[src/rtl/cymo_pkg.sv]
// Shared definitions for the period-measurement scheduler: state encoding,
// datapath width and default timing constants.
package cymo_pkg;

  localparam int PERIOD_W        = 32;
  localparam int CLK_HZ          = 100_000_000;
  // 250 ms window, long enough for two full periods of a 10 Hz input
  localparam int DEF_TIMEOUT_CYC = CLK_HZ / 4;

  // state     | meaning
  // ST_IDLE   | scanning stopped, round-robin pointer held
  // ST_SELECT | pick next enabled channel, engine held in clear
  // ST_SETTLE | engine held in clear while the new input propagates
  // ST_ARM    | one-cycle start strobe to the engine
  // ST_WAIT   | waiting for a period result or the timeout
  // ST_REPORT | result presented until the consumer accepts it
  typedef enum logic [5:0] {
    ST_IDLE   = 6'b000001,
    ST_SELECT = 6'b000010,
    ST_SETTLE = 6'b000100,
    ST_ARM    = 6'b001000,
    ST_WAIT   = 6'b010000,
    ST_REPORT = 6'b100000
  } state_t;

  // Channel index width, never below one bit
  function automatic int ch_width(input int n);
    return (n > 1) ? $clog2(n) : 1;
  endfunction

endpackage

[src/rtl/freq_meas_scheduler_if.sv]
// Result port of the scheduler: valid/ready handshake carrying the channel
// tag, the measured period and the timeout flag.
interface freq_meas_scheduler_if
  import cymo_pkg::*;
#(
  parameter int N_CH = 4
) ();

  localparam int CH_W = ch_width(N_CH);

  logic                res_valid;
  logic                res_ready;
  logic [CH_W-1:0]     res_ch;
  logic [PERIOD_W-1:0] res_period;
  logic                res_timeout;

  modport master (
    output res_valid,
    output res_ch,
    output res_period,
    output res_timeout,
    input  res_ready
  );

  modport slave (
    input  res_valid,
    input  res_ch,
    input  res_period,
    input  res_timeout,
    output res_ready
  );

endinterface

[src/rtl/freq_meas_scheduler_rr_pick.sv]
// Round-robin finder: returns the first enabled channel strictly after
// i_last, wrapping around. With a single enabled channel that channel is
// returned even when it equals i_last.
module rr_pick
  import cymo_pkg::*;
#(
  parameter int N_CH = 4,
  parameter int CH_W = ch_width(N_CH)
) (
  input  logic [N_CH-1:0] i_en,
  input  logic [CH_W-1:0] i_last,
  output logic [CH_W-1:0] o_next,
  output logic            o_any
);

  // Scan from the farthest offset down so the nearest enabled channel wins
  always_comb begin
    o_next = i_last;
    for (int k = N_CH; k >= 1; k--) begin
      if (i_en[(int'(i_last) + k) % N_CH]) begin
        o_next = CH_W'((int'(i_last) + k) % N_CH);
      end
    end
  end

  assign o_any = |i_en;

endmodule

[src/rtl/freq_meas_scheduler.sv]
// Time-shares one period-measurement engine between N_CH pulse inputs.
// Each pass selects a channel, holds the engine in clear while the mux
// settles, arms it, waits for a period or a timeout, then presents the
// tagged result on the valid/ready port.
module freq_meas_scheduler
  import cymo_pkg::*;
#(
  parameter int N_CH        = 4,
  parameter int SETTLE_CYC  = 8,
  parameter int TIMEOUT_CYC = DEF_TIMEOUT_CYC
) (
  input  logic                  i_clk,
  input  logic                  i_rst,
  input  logic                  i_run,
  input  logic [N_CH-1:0]       i_ch_en,
  input  logic [N_CH-1:0]       i_pulse_in,
  output logic                  o_meas_pulse,
  output logic                  o_meas_clr,
  output logic                  o_meas_start,
  input  logic                  i_eng_valid,
  input  logic [PERIOD_W-1:0]   i_eng_period,
  output logic                  o_busy,
  freq_meas_scheduler_if.master res_if
);

  localparam int                CH_W     = ch_width(N_CH);
  localparam int                SET_W    = $clog2(SETTLE_CYC + 1);
  localparam logic [SET_W-1:0]  SET_LOAD = SET_W'(SETTLE_CYC - 1);
  localparam logic [31:0]       TO_LAST  = 32'(TIMEOUT_CYC - 1);
  localparam logic [CH_W-1:0]   CH_LAST  = CH_W'(N_CH - 1);

  state_t              r_state;
  logic [CH_W-1:0]     r_cur_ch;
  logic [CH_W-1:0]     r_last;
  logic [SET_W-1:0]    r_settle_cnt;
  logic [31:0]         r_to_cnt;
  logic                r_meas_clr;
  logic                r_meas_start;
  logic                r_busy;
  logic                r_res_valid;
  logic [CH_W-1:0]     r_res_ch;
  logic [PERIOD_W-1:0] r_res_period;
  logic                r_res_timeout;

  logic [CH_W-1:0]     w_next;
  logic                w_any;
  logic                w_scan_req;
  logic                w_meas_win;

  assign w_scan_req = i_run && (|i_ch_en);

  rr_pick #(
    .N_CH (N_CH),
    .CH_W (CH_W)
  ) u_pick (
    .i_en   (i_ch_en),
    .i_last (r_last),
    .o_next (w_next),
    .o_any  (w_any)
  );

  // Sequencer: state, settle/timeout counters and all registered outputs
  always_ff @(posedge i_clk) begin
    if (i_rst) begin
      r_state       <= ST_IDLE;
      r_cur_ch      <= '0;
      r_last        <= CH_LAST;
      r_settle_cnt  <= '0;
      r_to_cnt      <= '0;
      r_meas_clr    <= 1'b0;
      r_meas_start  <= 1'b0;
      r_busy        <= 1'b0;
      r_res_valid   <= 1'b0;
      r_res_ch      <= '0;
      r_res_period  <= '0;
      r_res_timeout <= 1'b0;
    end else begin
      r_meas_start <= 1'b0;
      case (r_state)
        ST_IDLE: begin
          if (w_scan_req) begin
            r_state    <= ST_SELECT;
            r_meas_clr <= 1'b1;
            r_busy     <= 1'b1;
          end
        end
        ST_SELECT: begin
          if (w_any) begin
            r_cur_ch     <= w_next;
            r_settle_cnt <= SET_LOAD;
            r_state      <= ST_SETTLE;
          end else begin
            // every channel was disabled between IDLE/REPORT and now
            r_state    <= ST_IDLE;
            r_meas_clr <= 1'b0;
            r_busy     <= 1'b0;
          end
        end
        ST_SETTLE: begin
          if (r_settle_cnt == '0) begin
            r_state      <= ST_ARM;
            r_meas_clr   <= 1'b0;
            r_meas_start <= 1'b1;
          end else begin
            r_settle_cnt <= r_settle_cnt - 1'b1;
          end
        end
        ST_ARM: begin
          r_to_cnt <= '0;
          r_state  <= ST_WAIT;
        end
        ST_WAIT: begin
          // an engine result in the timeout cycle still counts as a result
          if (i_eng_valid) begin
            r_res_period  <= i_eng_period;
            r_res_timeout <= 1'b0;
            r_res_ch      <= r_cur_ch;
            r_res_valid   <= 1'b1;
            r_state       <= ST_REPORT;
          end else if (r_to_cnt == TO_LAST) begin
            r_res_period  <= '0;
            r_res_timeout <= 1'b1;
            r_res_ch      <= r_cur_ch;
            r_res_valid   <= 1'b1;
            r_state       <= ST_REPORT;
          end else begin
            r_to_cnt <= r_to_cnt + 32'd1;
          end
        end
        ST_REPORT: begin
          if (res_if.res_ready) begin
            r_res_valid <= 1'b0;
            r_last      <= r_cur_ch;
            if (w_scan_req) begin
              r_state    <= ST_SELECT;
              r_meas_clr <= 1'b1;
            end else begin
              r_state <= ST_IDLE;
              r_busy  <= 1'b0;
            end
          end
        end
        default: begin
          r_state      <= ST_IDLE;
          r_meas_clr   <= 1'b0;
          r_busy       <= 1'b0;
          r_res_valid  <= 1'b0;
        end
      endcase
    end
  end

  // Engine input is only live while the selected channel is being measured
  assign w_meas_win   = (r_state == ST_SETTLE) || (r_state == ST_ARM) ||
                        (r_state == ST_WAIT);
  assign o_meas_pulse = w_meas_win & i_pulse_in[r_cur_ch];

  assign o_meas_clr   = r_meas_clr;
  assign o_meas_start = r_meas_start;
  assign o_busy       = r_busy;

  assign res_if.res_valid   = r_res_valid;
  assign res_if.res_ch      = r_res_ch;
  assign res_if.res_period  = r_res_period;
  assign res_if.res_timeout = r_res_timeout;

endmodule
[src/flat_wrapper.sv]
// flat-port wrapper written by rule: the top's interface ports become plain ports
module freq_meas_scheduler_flat import cymo_pkg::*;
#(
  parameter int N_CH        = 4,
  parameter int SETTLE_CYC  = 8,
  parameter int TIMEOUT_CYC = DEF_TIMEOUT_CYC
)
  (i_clk, i_rst, i_run, i_ch_en, i_pulse_in, o_meas_pulse, o_meas_clr, o_meas_start, i_eng_valid, i_eng_period, o_busy, res_if_res_valid, res_if_res_ch, res_if_res_period, res_if_res_timeout, res_if_res_ready);
  freq_meas_scheduler_if #(.N_CH(N_CH)) res_if_i ();
  input  logic i_clk;
  input  logic i_rst;
  input  logic i_run;
  input  logic [N_CH-1:0] i_ch_en;
  input  logic [N_CH-1:0] i_pulse_in;
  output logic o_meas_pulse;
  output logic o_meas_clr;
  output logic o_meas_start;
  input  logic i_eng_valid;
  input  logic [PERIOD_W-1:0] i_eng_period;
  output logic o_busy;
  output wire logic [$bits(res_if_i.res_valid)-1:0] res_if_res_valid;
  output wire logic [$bits(res_if_i.res_ch)-1:0] res_if_res_ch;
  output wire logic [$bits(res_if_i.res_period)-1:0] res_if_res_period;
  output wire logic [$bits(res_if_i.res_timeout)-1:0] res_if_res_timeout;
  input wire logic [$bits(res_if_i.res_ready)-1:0] res_if_res_ready;
  assign res_if_res_valid = res_if_i.res_valid;
  assign res_if_res_ch = res_if_i.res_ch;
  assign res_if_res_period = res_if_i.res_period;
  assign res_if_res_timeout = res_if_i.res_timeout;
  assign res_if_i.res_ready = res_if_res_ready;
  freq_meas_scheduler #(.N_CH(N_CH), .SETTLE_CYC(SETTLE_CYC), .TIMEOUT_CYC(TIMEOUT_CYC)) u_core (.i_clk(i_clk), .i_rst(i_rst), .i_run(i_run), .i_ch_en(i_ch_en), .i_pulse_in(i_pulse_in), .o_meas_pulse(o_meas_pulse), .o_meas_clr(o_meas_clr), .o_meas_start(o_meas_start), .i_eng_valid(i_eng_valid), .i_eng_period(i_eng_period), .o_busy(o_busy), .res_if(res_if_i));
endmodule
[config.mk]
export PLATFORM = sky130hd
export DESIGN_NAME = freq_meas_scheduler_flat
export DESIGN_NICKNAME = d
export VERILOG_FILES = /design/src/rtl/cymo_pkg.sv /design/src/rtl/freq_meas_scheduler_if.sv /design/src/rtl/freq_meas_scheduler_rr_pick.sv /design/src/rtl/freq_meas_scheduler.sv /design/src/flat_wrapper.sv
export SDC_FILE = /design/constraint.sdc
export NUM_CORES = 1
export LEC_CHECK = 0
export ABC_AREA = 1
export CELL_PAD_IN_SITES_DETAIL_PLACEMENT = 1
export CELL_PAD_IN_SITES_GLOBAL_PLACEMENT = 2
export CORE_ASPECT_RATIO = 2
export CORE_MARGIN = 5
export CORE_UTILIZATION = 26
export CTS_BUF_LIST = sky130_fd_sc_hd__clkbuf_8
export DETAILED_ROUTE_END_ITERATION = 6
export MAX_ROUTING_LAYER = met4
export PLACE_DENSITY = 0.79
export SLEW_MARGIN = 30
export SYNTH_ARGS = -nofsm -noshare
export SYNTH_HDL_FRONTEND = slang
export SYNTH_SLANG_ARGS = --single-unit
[constraint.sdc]
create_clock -name i_clk -period 1.7 [get_ports i_clk]
set_clock_uncertainty 0.1 [all_clocks]
set_input_delay 0.17 -clock i_clk [delete_from_list [all_inputs] [get_ports i_clk]]
set_output_delay 0.17 -clock i_clk [all_outputs]
set_load 0.03 [all_outputs]
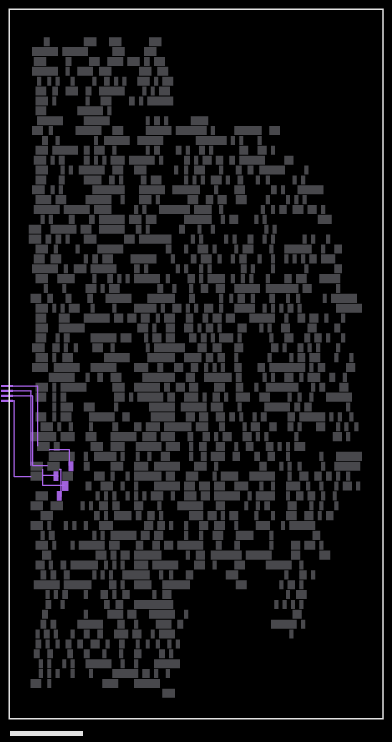
(images/io_fan.png)
Scale bar: 20 µm.
legend:
  i_pulse_in:
    colour: purple
    direction: input
    edge: left
    end_cells: 4
    buffers: 4
    wire: 138 µm

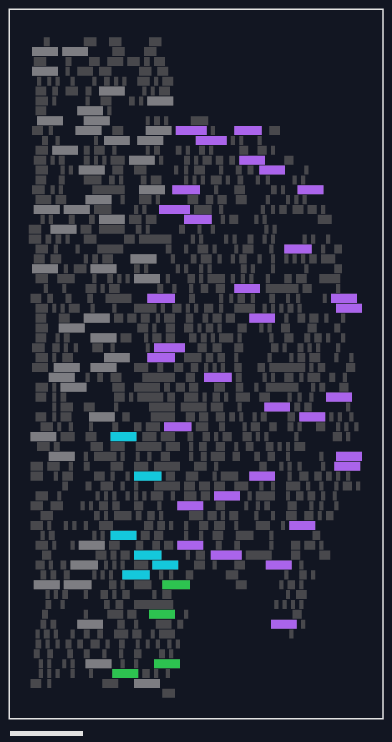
(images/flops_by_reg.png)
Scale bar: 20 µm. Other sequential cells in the stronger grey, the rest of the logic in the fainter grey.
legend:
  u_core.r_settle_cnt:
    colour: green
    sequential_cells: 4
    where: bottom middle
  u_core.r_state:
    colour: cyan
    sequential_cells: 6
  u_core.r_to_cnt:
    colour: purple
    sequential_cells: 32
not coloured: 43
Sequential Power: 2.05 mW
storage element area: 1740 µm²

==> run notes <==
Flow results follow.

Along the critical path, the tally of buffer and inverter instances is 1. The slew at the pin closest to its max-slew limit is a little under 0.4 ns. The last weighted congestion value of the routability-driven placer is 0.825. Power spread over the standard cell area amounts to just over 600 nW/µm². The multi-input combinational cell count is roughly 510.

The maximum level of the CTS H-tree is 3. The placed standard-cell area is about 6000 µm². The highest metal layer with signal wires is met4. Per the OpenROAD floorplan log, the width of the die is roughly 100 µm.

The worst hold margin is 0.172 ns. TritonCTS built the clock tree. The layout overhead on the synthesized area is 55.6%. According to the I/O placement log, the pin count is 85. The run finished, with violations left.

The clock period minus worst slack is 1.80 ns. The number of rows in the core area is 67. The clock network contribution to total cell area is under 10%. The hold-critical path endpoint is u_core.res_if.res_timeout. The count of flip-flops with a built-in enable after synthesis is 0. Hold-check failures listed in the final report amount to 0. The count of warning messages emitted by the tools is 28.

The final reports fail on negative setup slack. Entering global routing, the biggest net connects roughly 63 pins. The fraction of post-synthesis cell area in the top cell type by area is 38.2%. The clock passes through at most 2 buffers.

The post-route clock period utilization is 106%. The capture point of the critical path is u_core.r_to_cnt[2]. The cell taking the most area after synthesis is dfxtp_1. Summing every instance area after synthesis gives 4450 µm². Looking at the cell usage after synthesis, the top flip-flop cell is dfxtp_1. Averaged over all synthesized cells, the footprint is approximately 6.4 µm². The reg-to-reg critical path endpoint is u_core.r_to_cnt[2]. The finished cells cover roughly 7000 µm². The cell resize tally after clock tree synthesis is between 90 and 100.

The critical path in the final layout is reported with a setup slack of -0.105 ns. Summed over all cells, the static leakage comes to between 3 and 4 nW. The total global-route track usage is a little under a fifth. The final max-slew violation count recorded for this run is 0. The type of the worst setup path is flip-flop to flip-flop. For the worst setup path, the data arrival time is slightly above 2 ns. The most common cell after layout, fill and taps aside is nand2_1. met3 track demand over resource after global routing is ~3.2%.

The final number of setup-violating endpoints is 60.
## per-stage QoR
| step | utilization [%] | power [mW] | setup slack [ns] |
|---|---|---|---|
| 6_report | 41.1 | 4.23 | -0.105 |
| 5_1_grt | 41.1 | 4.42 | -0.210 |
| 4_1_cts | 38.7 | 4.24 | -0.0695 |
| 3_5_place_dp | 35.7 | 2.58 | -0.212 |
| 3_3_place_gp | 35.7 | 2.57 | -0.174 |
| 2_1_floorplan | - | 2.34 | 0.00315 |
## kinds of logic after synthesis
logic type / count (synthesis)
compound gates: 97
xor+xnor: 10
fa+ha+maj: 2
buf+inv: 101
flops: 85
simple gates: 403
## report_power, final
| part | switching (mW) | internal (mW) |
|---|---|---|
| sequential | 0.0322 | 2.02 |
| clock | 0.854 | 0.776 |
| combinational | 0.289 | 0.253 |
| total | 1.18 | 3.05 |
Power and IR drop assume default switching activity.
